[src/rtl/lfsr_stream_if.sv]
`default_nettype none
// ============================================================================
//  Module   : lfsr_stream_if
//  Brief    : Control and valid/ready stream bundle for lfsr_stream.
//             The master side is the LFSR source and the slave side is the
//             consumer that seeds, steers and drains it.
//  Revision : 1.0  initial release
// ============================================================================
interface lfsr_stream_if #(
  parameter int WIDTH = 8
);
  // Consumer-driven controls
  logic             seed_load;
  logic [WIDTH-1:0] seed_in;
  logic             free_run;
  logic             rnd_ready;

  // Source-driven stream and status
  logic [WIDTH-1:0] rnd_out;
  logic             rnd_valid;
  logic             wrap;
  logic             zero_fix;
  logic [WIDTH-1:0] step_cnt;

  modport master (
    input  seed_load,
    input  seed_in,
    input  free_run,
    input  rnd_ready,
    output rnd_out,
    output rnd_valid,
    output wrap,
    output zero_fix,
    output step_cnt
  );

  modport slave (
    output seed_load,
    output seed_in,
    output free_run,
    output rnd_ready,
    input  rnd_out,
    input  rnd_valid,
    input  wrap,
    input  zero_fix,
    input  step_cnt
  );
endinterface
`default_nettype wire

[src/rtl/lfsr_stream.sv]
`default_nettype none
// ============================================================================
//  Module   : lfsr_stream
//  Brief    : Registered Fibonacci LFSR pseudo-random source presented as a
//             valid/ready stream. Advances on handshake or in free-run mode,
//             supports runtime reseeding, repairs the all-zero lock-up state
//             and pulses when the sequence returns to its active seed.
//  Revision : 1.0  initial release
// ============================================================================
module lfsr_stream #(
  parameter int               WIDTH = 8,
  parameter logic [WIDTH-1:0] TAPS  = 8'hB8,
  parameter logic [WIDTH-1:0] SEED  = 8'h01
) (
  input wire logic      clk,
  input wire logic      rst,
  lfsr_stream_if.master bus
);

  localparam logic [WIDTH-1:0] c_ZERO = {WIDTH{1'b0}};
  localparam logic [WIDTH-1:0] c_ONE  = {{(WIDTH-1){1'b0}}, 1'b1};

  // Architectural state
  logic [WIDTH-1:0] r_state;        // current LFSR word, also the output word
  logic [WIDTH-1:0] r_active_seed;  // value whose recurrence marks one period
  logic [WIDTH-1:0] r_step_cnt;     // advances since last seed/reset/wrap
  logic             r_valid;        // low only during the first cycle after reset
  logic             r_wrap;
  logic             r_zero_fix;

  // Next-state helpers
  logic             w_feedback;
  logic [WIDTH-1:0] w_next;
  logic             w_advance;
  logic             w_seed_is_zero;
  logic [WIDTH-1:0] w_load_value;
  logic             w_state_is_zero;
  logic             w_hit_seed;
  logic [WIDTH-1:0] w_cnt_inc;

  // Feedback is the parity of the tapped state bits, shifted in at the LSB.
  assign w_feedback      = ^(r_state & TAPS);
  assign w_next          = {r_state[WIDTH-2:0], w_feedback};

  // The stream only moves once a word is on offer; free_run ignores the
  // consumer and skips words without a handshake.
  assign w_advance       = r_valid & (bus.free_run | bus.rnd_ready);

  // An all-zero seed would lock the register, so it is replaced by SEED.
  assign w_seed_is_zero  = (bus.seed_in == c_ZERO);
  assign w_load_value    = w_seed_is_zero ? SEED : bus.seed_in;

  // Zero state cannot be reached from a legal seed; treated as corruption.
  assign w_state_is_zero = (r_state == c_ZERO);

  // Period completion is detected on the word about to be produced, so the
  // wrap pulse lines up with the cycle the seed reappears on rnd_out.
  assign w_hit_seed      = (w_next == r_active_seed);
  assign w_cnt_inc       = r_step_cnt + c_ONE;

  // State update: seed load has priority over advance, advance over hold.
  always_ff @(posedge clk or posedge rst) begin
    if (rst) begin
      r_state       <= SEED;
      r_active_seed <= SEED;
      r_step_cnt    <= c_ZERO;
      r_valid       <= 1'b0;
      r_wrap        <= 1'b0;
      r_zero_fix    <= 1'b0;
    end else begin
      // Pulses default low every cycle and are raised only by the event below.
      r_valid    <= 1'b1;
      r_wrap     <= 1'b0;
      r_zero_fix <= 1'b0;

      if (bus.seed_load) begin
        // Any simultaneous transfer is honoured by the old word; no advance.
        r_state       <= w_load_value;
        r_active_seed <= w_load_value;
        r_step_cnt    <= c_ZERO;
        r_zero_fix    <= w_seed_is_zero;
      end else if (w_advance) begin
        if (w_state_is_zero) begin
          r_state       <= SEED;
          r_active_seed <= SEED;
          r_step_cnt    <= c_ZERO;
          r_zero_fix    <= 1'b1;
        end else begin
          r_state <= w_next;
          if (w_hit_seed) begin
            r_wrap     <= 1'b1;
            r_step_cnt <= c_ZERO;
          end else begin
            r_step_cnt <= w_cnt_inc;
          end
        end
      end
    end
  end

  // All outputs come straight from registers.
  assign bus.rnd_out   = r_state;
  assign bus.rnd_valid = r_valid;
  assign bus.wrap      = r_wrap;
  assign bus.zero_fix  = r_zero_fix;
  assign bus.step_cnt  = r_step_cnt;

endmodule
`default_nettype wire

[src/flat_wrapper.sv]
// flat-port wrapper written by rule: the top's interface ports become plain ports
module lfsr_stream_flat 
#(
  parameter int               WIDTH = 8,
  parameter logic [WIDTH-1:0] TAPS  = 8'hB8,
  parameter logic [WIDTH-1:0] SEED  = 8'h01
)
  (clk, rst, bus_seed_load, bus_seed_in, bus_free_run, bus_rnd_ready, bus_rnd_out, bus_rnd_valid, bus_wrap, bus_zero_fix, bus_step_cnt);
  lfsr_stream_if #(.WIDTH(WIDTH)) bus_i ();
  input wire logic clk;
  input wire logic rst;
  input wire logic [$bits(bus_i.seed_load)-1:0] bus_seed_load;
  input wire logic [$bits(bus_i.seed_in)-1:0] bus_seed_in;
  input wire logic [$bits(bus_i.free_run)-1:0] bus_free_run;
  input wire logic [$bits(bus_i.rnd_ready)-1:0] bus_rnd_ready;
  output wire logic [$bits(bus_i.rnd_out)-1:0] bus_rnd_out;
  output wire logic [$bits(bus_i.rnd_valid)-1:0] bus_rnd_valid;
  output wire logic [$bits(bus_i.wrap)-1:0] bus_wrap;
  output wire logic [$bits(bus_i.zero_fix)-1:0] bus_zero_fix;
  output wire logic [$bits(bus_i.step_cnt)-1:0] bus_step_cnt;
  assign bus_i.seed_load = bus_seed_load;
  assign bus_i.seed_in = bus_seed_in;
  assign bus_i.free_run = bus_free_run;
  assign bus_i.rnd_ready = bus_rnd_ready;
  assign bus_rnd_out = bus_i.rnd_out;
  assign bus_rnd_valid = bus_i.rnd_valid;
  assign bus_wrap = bus_i.wrap;
  assign bus_zero_fix = bus_i.zero_fix;
  assign bus_step_cnt = bus_i.step_cnt;
  lfsr_stream #(.WIDTH(WIDTH), .TAPS(TAPS), .SEED(SEED)) u_core (.clk(clk), .rst(rst), .bus(bus_i));
endmodule
[config.mk]
export PLATFORM = sky130hd
export DESIGN_NAME = lfsr_stream_flat
export DESIGN_NICKNAME = d
export VERILOG_FILES = /design/src/rtl/lfsr_stream_if.sv /design/src/rtl/lfsr_stream.sv /design/src/flat_wrapper.sv
export SDC_FILE = /design/constraint.sdc
export NUM_CORES = 1
export LEC_CHECK = 0
export CORE_UTILIZATION = 45
export DETAILED_ROUTE_END_ITERATION = 6
export GPL_TIMING_DRIVEN = 0
export PLACE_DENSITY = 0.7
export SLEW_MARGIN = 0
export SYNTH_ARGS = -nofsm -noshare
export SYNTH_HDL_FRONTEND = slang
export SYNTH_SLANG_ARGS = --single-unit
export TNS_END_PERCENT = 100
[constraint.sdc]
create_clock -name clk -period 2.1 [get_ports clk]
set_input_delay 0.42 -clock clk [delete_from_list [all_inputs] [get_ports clk]]
set_output_delay 0.42 -clock clk [all_outputs]
set_load 0.05 [all_outputs]
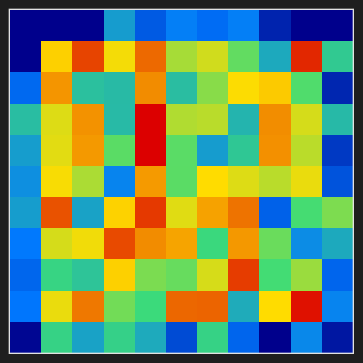
Figure 1: cell area per tile.
(6 px per um) 11 x 11 tiles, from dark blue (low) to red (high), 0 to 100% covered.
- tiles over 75% full: 24%
- mean over tiles: 53%
- fullest tile: 100%
- densest ninth of the die: middle

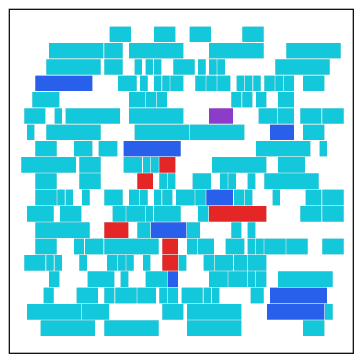
Figure 2: sizing map.
(6 px per um)
- drive 6 and up: purple (cells 1)
- drive 1 or less: cyan (cells 160)
- drive 3 to 4: red (cells 6)
- drive 2: blue (cells 8)
area grow syn2layout: 28.4%
cell area after layout: 0.00175 mm2
Final WS setup: 68.5 ps
Signal buffers: 35

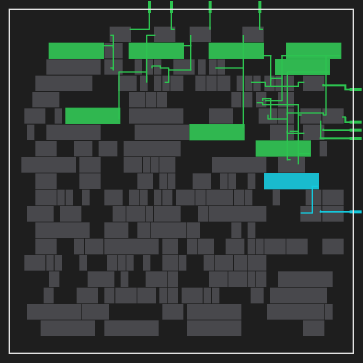
Figure 3: wires at chosen ports, followed through buffers.
(6 px per um)
- bus_step_cnt: green (bits 8; direction output; end cells 8; buffers 8; wire 214 um)
- bus_rnd_valid: cyan (bits 1; direction output; end cells 1; buffers 1; wire 12.2 um)
# port buffers: 30
I/O pin count: 32

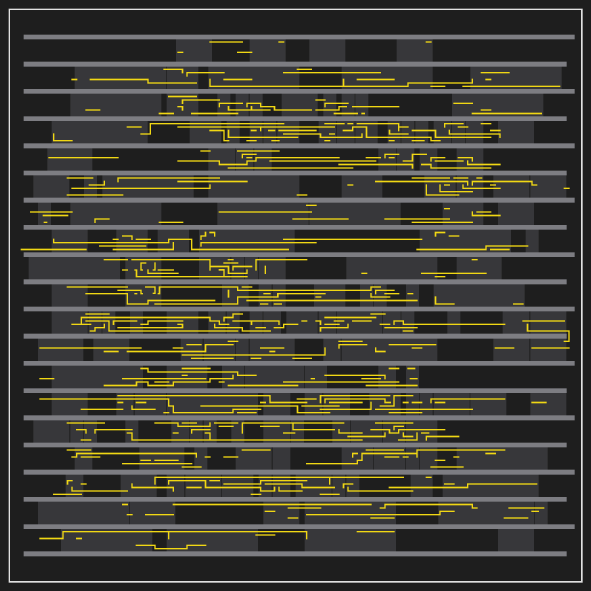
Figure 4: met1 routing.
(10 px per um) Supply wires on this layer in grey. Cells faint in the background.
- main direction: horizontal
- share of all routed wire: 49%
met1 GRT Util: 29.8%
Vias: 1110
Post-Route WL: 2960 um

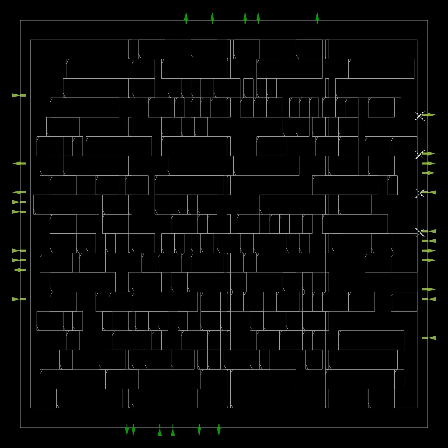
Figure 5: placed standard cells.
flop share of the area: 38.8%
Tap Cells: 31
final core occ: 62.5%
num rows: 19

==> notes.md <==
yosys + openroad results -> max-slew violation count 0, fin crit share between 90% and 100%, part of the power in the clock network between 20% and 30%, Basic Gates by Area 16.7%, placed instance area 0.00171 mm2, gr usage total 19.7%, HP Class input port to register, top-count cell post-synth dfrtp_1, yosys stat area 0.00137 mm2, Seq/Total Area, Yosys 49.6%, Setup TNS 0 ps, fin crit period 2030 ps, Overall Power 0.00116 W, maximum VDD drop 391 uV, H-tree Lvls 1, Setup violations, final 0, M3 GR Usage ~2.5%, Post-Syn Area per Cell 9.69 um2, comb area leader AND-OR/OR-AND gates, P_int 0.000761 W, syn_nets 156, Synth area leader dfrtp_1, max-cap violation count 0, Latency at later pin 320 ps, Sw Pwr 0.000396 W, drc violations 8, grt met2 use 29.6%, hold path start bus_seed_load, aoi share 16.8%, reg2reg setup slack about 110 ps, top_reg_cell synth dfrtp_1, pin count of the biggest net entering global routing 28, Met2 Wirelength 1360 um, core area 0.00281 mm2, WL met3 135 um, number of cells upsized or downsized after cts 1, Yosys reg bits 27, hold path depth 2, end of the critical path bus_step_cnt[2], clk tree area frac 1.71%, Yosys Instances 141, failing checks design-rule violations, diode count 0, run status finished with violations, setup bufs post-CTS 0, final cell count without fillers 206, Flop+latch power between 0.0005 and 0.0006 W, Slew @ Worst Pin roughly 1000 ps, synth unique cells 36, Worst-path clk slew around 150 ps, hold buffer count at CTS 0, fraction of area in multi-input gates 35.9%, XORs/XNORs by Area 7.05%, main area contributors dfrtp_1, nand2_1, xor2_1, crit-path max cell delay between 800 and 900 ps, Comb gates between 90 and 100, tool warnings 26, Comb power around 0.00033 W, vias per cell roughly 5.4, post-route ant nets 0, highest-power group registers, slowest cell on the critical path clkdlybuf4s50_1
Power and IR drop assume default switching activity.
